===== src/rtl/stream_pkg.sv =====
// Shared constants for the stream demux: buffer occupancy encoding
// and destination select encoding.
package stream_pkg;

    localparam logic [1:0] OCC_EMPTY = 2'd0;
    localparam logic [1:0] OCC_ONE   = 2'd1;
    localparam logic [1:0] OCC_FULL  = 2'd2;

    localparam logic DEST_OUT0 = 1'b0;
    localparam logic DEST_OUT1 = 1'b1;

endpackage


===== src/rtl/skid_fifo2.sv =====
// Two-entry FIFO decoupling one demux output from its consumer.
// Ports: clk, rst (sync, active-high); push/data_in/full on the write
// side; pop (consumer ready)/data_out/valid on the read side.
module skid_fifo2
    import stream_pkg::*;
#(
    parameter int WIDTH = 8
) (
    input  logic             clk,
    input  logic             rst,
    input  logic             push,
    input  logic [WIDTH-1:0] data_in,
    output logic             full,
    input  logic             pop,
    output logic [WIDTH-1:0] data_out,
    output logic             valid
);

    logic [WIDTH-1:0] mem [2];
    logic             wr_ptr;
    logic             rd_ptr;
    logic [1:0]       occ;
    logic             do_push;
    logic             do_pop;

    assign full     = (occ == OCC_FULL);
    assign valid    = (occ != OCC_EMPTY);
    assign data_out = mem[rd_ptr];

    // pop is the consumer's ready; only an actual handshake pops.
    assign do_push  = push & ~full;
    assign do_pop   = pop & valid;

    always_ff @(posedge clk) begin
        if (rst) begin
            mem[0] <= '0;
            mem[1] <= '0;
            wr_ptr <= 1'b0;
            rd_ptr <= 1'b0;
            occ    <= OCC_EMPTY;
        end else begin
            if (do_push) begin
                mem[wr_ptr] <= data_in;
                wr_ptr      <= ~wr_ptr;
            end
            if (do_pop) begin
                rd_ptr <= ~rd_ptr;
            end
            // push+pop together leaves occupancy unchanged
            case ({do_push, do_pop})
                2'b10:   occ <= occ + 2'd1;
                2'b01:   occ <= occ - 2'd1;
                default: occ <= occ;
            endcase
        end
    end

endmodule


===== src/rtl/stream_demux12.sv =====
// 1-to-2 valid/ready stream demultiplexer with a 2-entry buffer per output.
// Ports: clk, rst; in_data/in_sel/in_valid/in_ready input stream;
// outS_data/outS_valid/outS_ready per output; cntS delivered-beat counters.
module stream_demux12
    import stream_pkg::*;
#(
    parameter int WIDTH = 8,
    parameter int CNT_W = 16
) (
    input  logic             clk,
    input  logic             rst,
    input  logic [WIDTH-1:0] in_data,
    input  logic             in_sel,
    input  logic             in_valid,
    output logic             in_ready,
    output logic [WIDTH-1:0] out0_data,
    output logic             out0_valid,
    input  logic             out0_ready,
    output logic [WIDTH-1:0] out1_data,
    output logic             out1_valid,
    input  logic             out1_ready,
    output logic [CNT_W-1:0] cnt0,
    output logic [CNT_W-1:0] cnt1
);

    logic full0;
    logic full1;
    logic fire;
    logic push0;
    logic push1;

    // Ready comes from registered occupancy only, so consumer ready
    // never reaches in_ready combinationally.
    assign in_ready = (in_sel == DEST_OUT1) ? ~full1 : ~full0;
    assign fire     = in_valid & in_ready;
    assign push0    = fire & (in_sel == DEST_OUT0);
    assign push1    = fire & (in_sel == DEST_OUT1);

    skid_fifo2 #(.WIDTH(WIDTH)) u_buf0 (
        .clk      (clk),
        .rst      (rst),
        .push     (push0),
        .data_in  (in_data),
        .full     (full0),
        .pop      (out0_ready),
        .data_out (out0_data),
        .valid    (out0_valid)
    );

    skid_fifo2 #(.WIDTH(WIDTH)) u_buf1 (
        .clk      (clk),
        .rst      (rst),
        .push     (push1),
        .data_in  (in_data),
        .full     (full1),
        .pop      (out1_ready),
        .data_out (out1_data),
        .valid    (out1_valid)
    );

    always_ff @(posedge clk) begin
        if (rst) begin
            cnt0 <= '0;
            cnt1 <= '0;
        end else begin
            if (out0_valid && out0_ready) begin
                cnt0 <= cnt0 + CNT_W'(1);
            end
            if (out1_valid && out1_ready) begin
                cnt1 <= cnt1 + CNT_W'(1);
            end
        end
    end

endmodule

===== config.mk =====
export PLATFORM = sky130hd
export DESIGN_NAME = stream_demux12
export DESIGN_NICKNAME = d
export VERILOG_FILES = /design/src/rtl/stream_pkg.sv /design/src/rtl/skid_fifo2.sv /design/src/rtl/stream_demux12.sv
export SDC_FILE = /design/constraint.sdc
export NUM_CORES = 1
export LEC_CHECK = 0
export ABC_CLOCK_PERIOD_IN_PS = 1900
export CAP_MARGIN = 15
export CORE_ASPECT_RATIO = 0.7
export CORE_MARGIN = 2
export CORE_UTILIZATION = 46
export CTS_CLUSTER_DIAMETER = 100
export CTS_CLUSTER_SIZE = 12
export DETAILED_ROUTE_END_ITERATION = 8
export GPL_ROUTABILITY_DRIVEN = 0
export PLACE_DENSITY_LB_ADDON = 0.08
export SETUP_SLACK_MARGIN = 0.15
export SYNTH_ARGS = -nofsm -noshare
export SYNTH_HDL_FRONTEND = slang
export SYNTH_SLANG_ARGS = --single-unit

===== constraint.sdc =====
create_clock -name clk -period 1.9 [get_ports clk]
set_clock_uncertainty 0.1 [all_clocks]
set_input_delay 0.285 -clock clk [delete_from_list [all_inputs] [get_ports clk]]
set_output_delay 0.285 -clock clk [all_outputs]
set_load 0.05 [all_outputs]

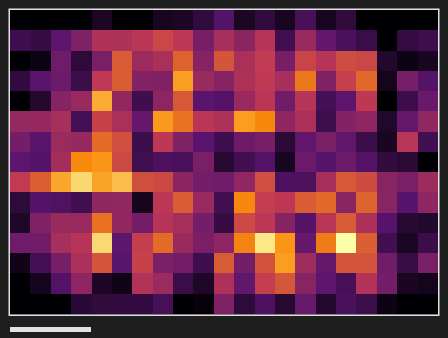
Run 1: signal metal coverage by tile
Bar = 20 um. 21 x 15 tiles, from black (low) to pale yellow (high), scaled to the fullest tile. Values are wire area over tile area, all layers added.
21% of the tiles are over half the peak. The densest ninth of the die: west. The fullest tile reaches 0.40. The mean over all tiles is 0.13.
wire length per cell: 13.97 um
total detailed-routing wirelength: 6777 um
global-route usage over all layers: 17.79%

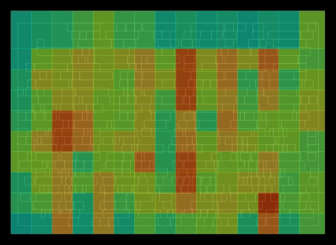
Run 1: routing congestion map
Most Crowded Layer GR: met2
met2 track demand over resource in global routing: 27.63%

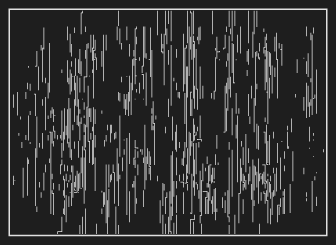
Run 1: met2 routing
The longest straight run is 27.2 um. 347 nets have wire on it. The layer holds 46% of the routed length. The layer carries 3100 um of wire. The wires run mostly vertical.
via total after detailed routing: 2463

==> out/qor.log, run 1 <==
qor: final_timing.hold_violations 0
qor: power_and_ir_drop.leakage 1.777 nW
qor: synth.synth_top_flop_cell sky130_fd_sc_hd__dfxtp_1
qor: synth.synth.net_count 317
qor: clock_tree.cts_root_buf sky130_fd_sc_hd__clkbuf_8
qor: final_timing.timing_max_transition_violations_final 0
qor: power_and_ir_drop.clkPwrFrac 27.1%
qor: synth.seq_area_frac_synth 54.75%
qor: synth.yosysChipArea 3291 um^2
qor: critical_path.worstPathArrival 1.31 ns
qor: synth.yosysTopAreaCell sky130_fd_sc_hd__edfxtp_1
qor: placement.setup_ws_pre_cts -0.1342 ns
qor: clock_tree.cts_made_buffers 9
qor: final_timing.layout_worst_path_cycle_share 89.18%
qor: power_and_ir_drop.sequentialPower 1.99 mW
qor: power_and_ir_drop.comb-power 1.55 mW
qor: power_and_ir_drop.reported_clock_group_power 1.31 mW
qor: route.total_routed_wire_length_on_the_met1_layer 3335 um
qor: clock_tree.clk_pin_slew_worst_paths 0.07 ns
qor: synth.yosys_stat_cell_total 299
qor: die.die_area 7857 um^2
qor: final_timing.whs 0.2076 ns
qor: power_and_ir_drop.power_per_cell_area 1096 nW/um^2
qor: cells_and_area.biggest_area_class registers
qor: cells_and_area.finalCoreUtilization 64.66%
qor: clock_tree.cts_tree yes
qor: status.outcome completed
qor: route.initialDrtViolationCount 71
qor: die.die_x 105.1 um
qor: critical_path.timing.rr.end cnt1[12]
qor: cells_and_area.fraction_of_cell_area_in_non_clock_buffers 16.02%
qor: grt.initial_antenna_violation_count 0
qor: critical_path.timing_worst_setup_path_type reg2out
qor: cells_and_area.num-nonclk-buffers 87
qor: cells_and_area.comb_area_share 33.81%
qor: route.detail-route-antenna-nets 0
qor: synth.yosys_warnings 0
qor: route.vias_per_cell 5.078
qor: cells_and_area.instances_no_fill 485
qor: die.core_region_area 6850 um^2
qor: final_timing.clock.fmax 0.5902 GHz
qor: synth.synth.cells.most_frequent sky130_fd_sc_hd__dfxtp_1, sky130_fd_sc_hd__nor2_1, sky130_fd_sc_hd__and2_1, sky130_fd_sc_hd__edfxtp_1, sky130_fd_sc_hd__mux2_2
qor: grt.first_global_vias 2263
qor: critical_path.critPathLaunchType register
qor: power_and_ir_drop.p_switching 1.636 mW
qor: cells_and_area.final_area 4429 um^2
qor: route.detailroute.wirelength.met2 3100 um
qor: synth.synth_largest_type_area_fraction 29.20%
qor: worst_hold_path.holdPathStages 2
[run 1: how the worst max path moves through the flow]
| stage | cells after the start | start | slack [ns] | endpoint |
|---|---|---|---|---|
| after global placement | 5 | out0_ready | -0.11 | cnt0[15] |
| after global routing | 4 | cnt0[0] | 0.13 | cnt0[14] |
| after detailed placement | 6 | in_sel | -0.13 | u_buf0.occ[1] |
| final | 3 | u_buf1.occ[0] | 0.21 | in_ready |
| after floorplan | 4 | cnt0[4] | 0.07 | cnt0[15] |
| after CTS | 5 | u_buf0.occ[0] | 0.15 | u_buf0.occ[1] |
[run 1: cells by family after synthesis]
group	after synthesis	share of synthesized area [%]
xor+xnor	28	7.453
simple gates	131	22.05
mux	22	7.491
fa+ha+maj	4	1.521
flops	74	54.75
buf+inv	16	1.901
compound gates	24	4.829
==> run 1 -> run 2 <==
--- a/config.mk
+++ b/config.mk
@@ -6,16 +6,13 @@
 export NUM_CORES = 1
 export LEC_CHECK = 0
 export ABC_CLOCK_PERIOD_IN_PS = 1900
-export CAP_MARGIN = 15
 export CORE_ASPECT_RATIO = 0.7
 export CORE_MARGIN = 2
 export CORE_UTILIZATION = 46
-export CTS_CLUSTER_DIAMETER = 100
 export CTS_CLUSTER_SIZE = 12
 export DETAILED_ROUTE_END_ITERATION = 8
 export GPL_ROUTABILITY_DRIVEN = 0
 export PLACE_DENSITY_LB_ADDON = 0.08
-export SETUP_SLACK_MARGIN = 0.15
 export SYNTH_ARGS = -nofsm -noshare
 export SYNTH_HDL_FRONTEND = slang
 export SYNTH_SLANG_ARGS = --single-unit
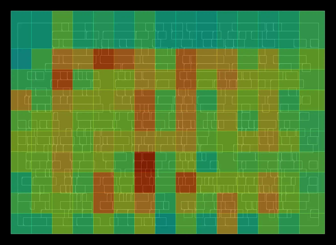
Run 2: routing congestion map
met3 usage: 6.320%
core utilization of the finished layout: 63.45%

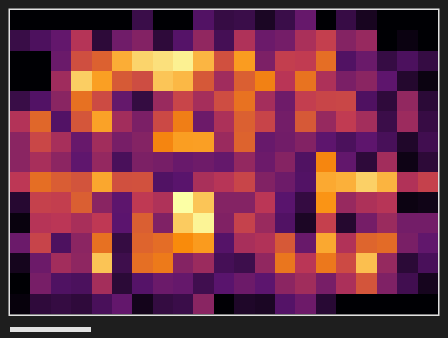
Run 2: signal metal coverage by tile
Bar = 20 um. 21 x 15 tiles, from black (low) to pale yellow (high), scaled to the fullest tile. Values are wire area over tile area, all layers added.
28% of the tiles are over half the peak. 8.3% of the tiles are nearly empty. The fullest tile reaches 0.36. The emptiest ninth of the die: north-east. The mean over all tiles is 0.13.
global-route usage over all layers: 17.52%
total detailed-routing wirelength: 6586 um
via total after detailed routing: 2423
wire length per cell: 13.55 um

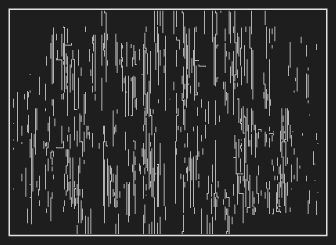
Run 2: met2 routing
334 nets have wire on it. The longest straight run is 30.3 um.
met2 track demand over resource in global routing: 28.28%

==> out/qor.log, run 2 <==
qor: route.vias_per_cell 4.986 [was 5.078]
qor: route.total_routed_wire_length_on_the_met1_layer 3213 um [was 3335 um]
qor: critical_path.timing_worst_setup_path_type reg2reg [was reg2out]
qor: clock_tree.cts_tree yes [unchanged]
qor: critical_path.critPathLaunchType register [unchanged]
qor: status.outcome completed [unchanged]
qor: die.die_x 105.1 um [unchanged]
qor: grt.initial_antenna_violation_count 0 [unchanged]
qor: route.initialDrtViolationCount 66 [was 71]
qor: grt.first_global_vias 2280 [was 2263]
qor: power_and_ir_drop.sequentialPower 1.99 mW [about the same]
qor: cells_and_area.final_area 4347 um^2 [was 4429 um^2]
qor: final_timing.whs 0.1573 ns [was 0.2076 ns]
qor: cells_and_area.instances_no_fill 486 [was 485]
qor: final_timing.clock.fmax 0.5644 GHz [was 0.5902 GHz]
qor: power_and_ir_drop.clkPwrFrac 27.5% [was 27.1%]
qor: clock_tree.cts_made_buffers 9 [unchanged]
qor: cells_and_area.fraction_of_cell_area_in_non_clock_buffers 16.67% [was 16.02%]
qor: route.detailroute.wirelength.met2 2959 um [was 3100 um]
qor: synth.yosys_warnings 0 [unchanged]
qor: cells_and_area.num-nonclk-buffers 88 [was 87]
qor: grt.maximum_number_of_pins_on_one_net_before_global_route_repair 22 [was 27]
qor: cells_and_area.comb_area_share 32.87% [was 33.81%]
qor: cells_and_area.biggest_area_class registers [unchanged]
qor: die.die_area 7857 um^2 [unchanged]
qor: power_and_ir_drop.comb-power 1.53 mW [was 1.55 mW]
qor: power_and_ir_drop.power_per_cell_area 1115 nW/um^2 [was 1096 nW/um^2]
qor: die.core_region_area 6850 um^2 [unchanged]
qor: final_timing.hold_violations 0 [unchanged]
qor: critical_path.worstPathArrival 1.94 ns [was 1.31 ns]
qor: power_and_ir_drop.p_switching 1.619 mW [was 1.636 mW]
qor: synth.seq_area_frac_synth 54.75% [unchanged]
qor: route.detail-route-antenna-nets 0 [unchanged]
qor: synth.synth_area 3291 um^2 [unchanged]
qor: clock_tree.cts_root_buf sky130_fd_sc_hd__clkbuf_8 [unchanged]
qor: synth.synth_top_flop_cell sky130_fd_sc_hd__dfxtp_1 [unchanged]
qor: power_and_ir_drop.reported_clock_group_power 1.33 mW [was 1.31 mW]
qor: synth.synth_largest_type_area_fraction 29.20% [unchanged]
qor: synth.yosysTopAreaCell sky130_fd_sc_hd__edfxtp_1 [unchanged]
qor: power_and_ir_drop.leakage 1.779 nW [was 1.777 nW]
qor: clock_tree.clk_pin_slew_worst_paths 0.07 ns [about the same]
==> run 2: cell counts after synthesis <==
No cell type changed its count.
==> run 2: worst paths after layout <==
kind | from | endpoint | slack, ns | depth (start not counted)
min reg2reg | cnt1[15] | cnt1[15] | 0.39 | 2
min | rst | register | 0.16 | 2
max | u_buf0.occ[0] | u_buf0.occ[1] | 0.13 | 6
max reg2reg | u_buf0.occ[0] | u_buf0.occ[1] | 0.13 | 6
==> run 2: cell families (layout without fill, tap and decap cells) <==
group,Yosys count,count (layout),synth area share (%)
XOR/XNOR,28,28,7.453
flip-flops,74,74,54.75
adder cells (fa/ha/maj),4,4,1.521
AND-OR/OR-AND,24,24,4.829
buffers and inverters,16,109,1.901
multiplexers,22,22,7.491
AND/OR/NAND/NOR,131,131,22.05
==> run 2 -> run 3 <==
--- a/config.mk
+++ b/config.mk
@@ -9,6 +9,7 @@
 export CORE_ASPECT_RATIO = 0.7
 export CORE_MARGIN = 2
 export CORE_UTILIZATION = 46
+export CTS_CLUSTER_DIAMETER = 60
 export CTS_CLUSTER_SIZE = 12
 export DETAILED_ROUTE_END_ITERATION = 8
 export GPL_ROUTABILITY_DRIVEN = 0
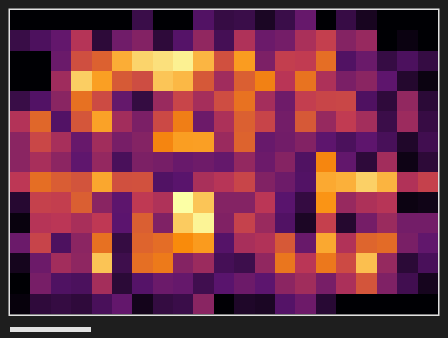
Run 3: signal metal coverage by tile
Bar = 20 um. 21 x 15 tiles, from black (low) to pale yellow (high), scaled to the fullest tile. Values are wire area over tile area, all layers added.
The emptiest ninth of the die: north-east. The fullest tile reaches 0.36. The mean over all tiles is 0.13. 8.3% of the tiles are nearly empty.

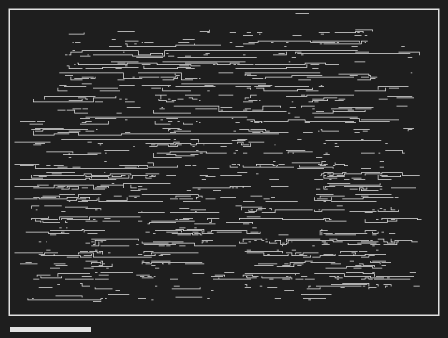
Run 3: the metal 1 layer
Bar = 20 um.
The longest straight run is 47.4 um. The wires run mostly horizontal. The layer carries 3210 um of wire. The layer holds 49% of the routed length. 357 nets have wire on it.
Global Route met1 Usage: 22.92%

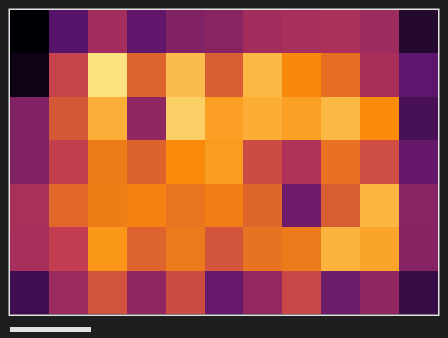
Run 3: cell density map
Bar = 20 um. 11 x 7 tiles, from black (low) to pale yellow (high), 0 to 100% covered.
The densest ninth of the die: centre. 18% of the tiles are over 75% full. The emptiest ninth of the die: north-west.
Core Box Area: 6850 um^2
initial standard-cell utilization of the core: 48.04%

==> out/qor.log, run 3 <==
qor: status.outcome completed [unchanged]
qor: synth.yosysChipArea 3291 um^2 [unchanged]
qor: critical_path.cp_num_cells 6 [unchanged]
qor: grt.grt_usage 17.52% [unchanged]
qor: worst_hold_path.holdPathStages 2 [unchanged]
qor: die.die_x 105.1 um [unchanged]
qor: critical_path.worstSetupEndpoint u_buf0.occ[1] [unchanged]
qor: power_and_ir_drop.power_per_cell_area 1115 nW/um^2 [unchanged]
qor: route.wire_length_per_cell 13.55 um [unchanged]
qor: power_and_ir_drop.p_switching 1.619 mW [unchanged]
qor: worst_hold_path.min-delay-start rst [unchanged]
qor: clock_tree.cts_root_buf sky130_fd_sc_hd__clkbuf_8 [unchanged]
qor: route.num_vias 2423 [unchanged]
qor: route.initialDrtViolationCount 66 [unchanged]
qor: synth.synthMuxAreaShare 7.490% [unchanged]
qor: power_and_ir_drop.reported_clock_group_power 1.33 mW [about the same]
qor: synth.synth_top_flop_cell sky130_fd_sc_hd__dfxtp_1 [unchanged]
qor: cells_and_area.biggest_area_class registers [unchanged]
qor: final_timing.hold_violations 0 [unchanged]
qor: cells_and_area.final_area 4347 um^2 [unchanged]
qor: synth.synth.cells.most_frequent sky130_fd_sc_hd__dfxtp_1, sky130_fd_sc_hd__nor2_1, sky130_fd_sc_hd__and2_1, sky130_fd_sc_hd__edfxtp_1, sky130_fd_sc_hd__mux2_2 [unchanged]
qor: final_timing.whs 0.1573 ns [unchanged]
qor: critical_path.timing_worst_setup_path_type reg2reg [unchanged]
qor: critical_path.depth_of_the_worst_register_to_register_path 6 [unchanged]
qor: power_and_ir_drop.sequentialPower 1.99 mW [about the same]
qor: synth.seq_area_frac_synth 54.75% [unchanged]
qor: synth.xor_share 7.452% [unchanged]
qor: synth.yosysTopAreaCell sky130_fd_sc_hd__edfxtp_1 [unchanged]
qor: synth.synth_area 3291 um^2 [unchanged]
qor: route.detail-route-antenna-nets 0 [unchanged]
qor: cells_and_area.comb_area_share 32.87% [unchanged]
qor: final_timing.layout_worst_path_cycle_share 93.26% [unchanged]
qor: die.die_area 7857 um^2 [unchanged]
qor: critical_path.cp-startpoint u_buf0.occ[0] [unchanged]
[run 3: cell counts after synthesis]
No cell type changed its count.
[run 3: routing by layer]
layer  track usage (%)  up-vias
met5                 0        -
met2             28.28       50
met4             4.444        0
met3             6.320        9
li1                  -     1227
met1             22.92     1137
[run 3: through the flow]
| step | setup slack (ns) | TNS (ns) | std cells |
|---|---|---|---|
| final | 0.1281 | 0 | 486 |
| after floorplan | -0.06695 | -0.06695 | 299 |
| after global routing | 0.01099 | 0 | 486 |
| after CTS | 0.009757 | 0 | 486 |
| after detailed placement | -0.2100 | -4.000 | 470 |
| after global placement | -0.1916 | -3.064 | 470 |
Power is estimated from default activity; no workload was simulated.
